--- config.mk ---
export PLATFORM = sky130hd
export DESIGN_NAME = dmem_bridge
export DESIGN_NICKNAME = d
export VERILOG_FILES = /design/src/rtl/dmem_bridge.sv
export SDC_FILE = /design/constraint.sdc
export NUM_CORES = 1
export LEC_CHECK = 0
export ABC_AREA = 1
export CAP_MARGIN = 20
export CORE_MARGIN = 3
export CORE_UTILIZATION = 30
export CTS_BUF_LIST = sky130_fd_sc_hd__clkbuf_2
export CTS_CLUSTER_SIZE = 30
export DETAILED_ROUTE_END_ITERATION = 6
export HOLD_SLACK_MARGIN = 0.1
export RECOVER_POWER = 25
export SLEW_MARGIN = 30
export SYNTH_ARGS = -nofsm -noshare
export SYNTH_HDL_FRONTEND = slang
export SYNTH_SLANG_ARGS = --single-unit
--- constraint.sdc ---
create_clock -name CLK -period 2 [get_ports CLK]
set_input_delay 0.2 -clock CLK [delete_from_list [all_inputs] [get_ports CLK]]
set_output_delay 0.2 -clock CLK [all_outputs]
set_load 0.01 [all_outputs]
--- src/rtl/dmem_bridge.sv ---
// Purpose: bridges the M-stage aligner's memory-side port to a valid/ready bus, one access at a time.
// Latency: store completes 2 cycles after MREQ and load 3 cycles after it with zero bus wait; each wait cycle adds one.
// Backpressure: STALL holds the M stage until DONE; a per-access timeout forces completion with BUS_ERR.
module dmem_bridge #(
    parameter int unsigned TIMEOUT = 255
) (
    input  logic        CLK,
    input  logic        nRST,
    input  logic        MREQ,
    input  logic [29:0] MADDR,
    input  logic [31:0] MDATAO,
    input  logic [3:0]  MWSTB,
    output logic [31:0] MDATAI,
    output logic        STALL,
    output logic        BUS_ERR,
    output logic        BUS_VALID,
    input  logic        BUS_READY,
    output logic [29:0] BUS_ADDR,
    output logic [31:0] BUS_WDATA,
    output logic [3:0]  BUS_WSTB,
    input  logic        BUS_RVALID,
    input  logic [31:0] BUS_RDATA
);

    typedef enum logic [1:0] {
        S_IDLE = 2'd0,
        S_ADDR = 2'd1,
        S_RESP = 2'd2,
        S_DONE = 2'd3
    } state_t;

    localparam logic [7:0] TMO_LIMIT = 8'(TIMEOUT);

    state_t      state_q;
    logic [7:0]  cnt_q;
    logic [7:0]  cnt_d;
    logic        tmo_hit;
    logic        is_store;
    logic        bus_valid_q;
    logic        bus_err_q;
    logic [29:0] bus_addr_q;
    logic [31:0] bus_wdata_q;
    logic [3:0]  bus_wstb_q;
    logic [31:0] mdatai_q;

    // Timeout bookkeeping: the counter only advances while the bus owes us something.
    always_comb begin
        cnt_d    = cnt_q + 8'd1;
        tmo_hit  = ((state_q == S_ADDR) || (state_q == S_RESP)) && (cnt_q == TMO_LIMIT);
        is_store = (bus_wstb_q != 4'b0000);
    end

    // Access sequencer: latches the request, runs address/response phases, owns all bus-side registers.
    always_ff @(posedge CLK or negedge nRST) begin
        if (!nRST) begin
            state_q     <= S_IDLE;
            cnt_q       <= 8'd0;
            bus_valid_q <= 1'b0;
            bus_err_q   <= 1'b0;
            bus_addr_q  <= 30'd0;
            bus_wdata_q <= 32'd0;
            bus_wstb_q  <= 4'd0;
            mdatai_q    <= 32'd0;
        end else begin
            // Error is a single-cycle pulse aligned with the DONE it caused.
            bus_err_q <= 1'b0;
            case (state_q)
                S_IDLE: begin
                    if (MREQ) begin
                        bus_addr_q  <= MADDR;
                        bus_wdata_q <= MDATAO;
                        bus_wstb_q  <= MWSTB;
                        cnt_q       <= 8'd0;
                        bus_valid_q <= 1'b1;
                        state_q     <= S_ADDR;
                    end
                end
                S_ADDR: begin
                    if (tmo_hit) begin
                        // Abandon the address phase; a timed-out load reads as zero.
                        bus_valid_q <= 1'b0;
                        bus_err_q   <= 1'b1;
                        if (!is_store) begin
                            mdatai_q <= 32'd0;
                        end
                        state_q <= S_DONE;
                    end else begin
                        cnt_q <= cnt_d;
                        if (BUS_READY) begin
                            bus_valid_q <= 1'b0;
                            state_q     <= is_store ? S_DONE : S_RESP;
                        end
                    end
                end
                S_RESP: begin
                    if (tmo_hit) begin
                        bus_err_q <= 1'b1;
                        mdatai_q  <= 32'd0;
                        state_q   <= S_DONE;
                    end else begin
                        cnt_q <= cnt_d;
                        if (BUS_RVALID) begin
                            mdatai_q <= BUS_RDATA;
                            state_q  <= S_DONE;
                        end
                    end
                end
                S_DONE: begin
                    state_q <= S_IDLE;
                end
                default: begin
                    state_q <= S_IDLE;
                end
            endcase
        end
    end

    // Stall is combinational so the very first request cycle already holds the pipeline.
    assign STALL     = MREQ && (state_q != S_DONE);
    assign BUS_VALID = bus_valid_q;
    assign BUS_ERR   = bus_err_q;
    assign BUS_ADDR  = bus_addr_q;
    assign BUS_WDATA = bus_wdata_q;
    assign BUS_WSTB  = bus_wstb_q;
    assign MDATAI    = mdatai_q;

endmodule

==> notes.md <==
This memo summarizes the results of the implementation run.

Finish
Summing all non-filler instances in the final layout gives an area of 8068 sq um. After the flow finishes, the layout carries non-filler instances totaling 1032. The number of antenna repair diodes is 2. The largest cell class by area is buffers. The library cells used most frequently in the layout, excluding fill and tap cells, are sky130_fd_sc_hd__nand2_1, sky130_fd_sc_hd__clkdlybuf4s50_1, sky130_fd_sc_hd__dfrtp_1.

The area taken by flip-flops and latches is 2753 sq um. In the finished design the tool counted flip-flops and latches totalling 110.

Clock network
The post-CTS setup buffer count is 2. CTS reports a maximum clock tree buffer depth of 2. The clock slew seen by the registers of the worst setup and hold paths is 0.31 ns.

Synth
Per the synth stats, the proportion of register bits with asynchronous set or reset is 100.0%. The mux cell area share after synthesis is 0%. The proportion of synthesized chip area in sequential cells is 58.12%. The synthesized netlist was found by Yosys to have 529 cells.

STA
Once routing completed, OpenROAD measured the worst setup slack at 0.1446 ns. Max-slew check failures listed in the final report amount to 0. For the finished layout, the period the worst path requires is 1.855 ns. The transition time recorded at the tightest slew-check pin is 0.8863 ns.

GRT
Entering global routing, the biggest net connects 71 pins.

Pwr
The switching power share of the total is 38.86%. The register share of total power is 35.7%.

Route
The DRC violation total left in the routed layout is recorded as 0. The count of nets left with antenna violations once routing finished came out at 0.

Critical path
STA lists the endpoint of the worst register-to-register path as MDATAI[8]. The data arrival at the endpoint of the critical path is 2.39 ns. For the worst setup path, the data required time is 2.53 ns.

The kind of launch point of the worst setup path is a flop. The worst setup path endpoint is MDATAI[8].

Floorplanning
The floorplan step records an initial core utilization of 30.92%. The total number of placement rows is 45.

Min path
Hold analysis lists the worst path endpoint as MDATAI[22].

Status
The run finished with clean final reports.
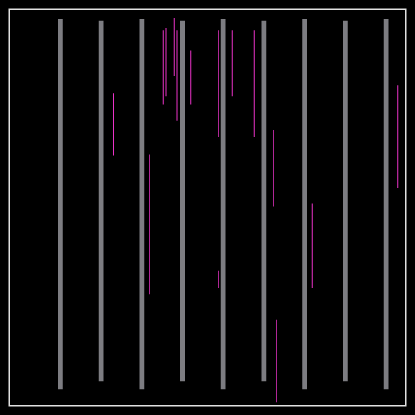
(M4 wires)
Scale: 3 px per um. Supply wires on this layer in gray.
share of all routed wire = 2.6%
nets with wire on the layer = 12
main direction = vertical

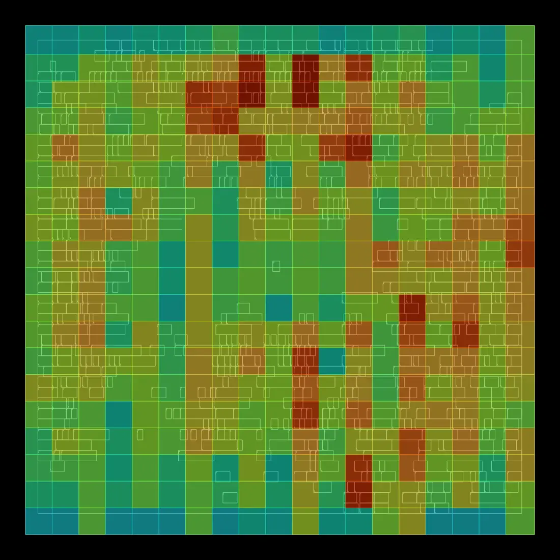
(routing congestion map)
GRT busiest layer: met2
GRT met2 Usage: 26.50%
GR met3 Demand/Resource: 4.403%

No activity file was given, so power comes from the tool's default toggle rates.
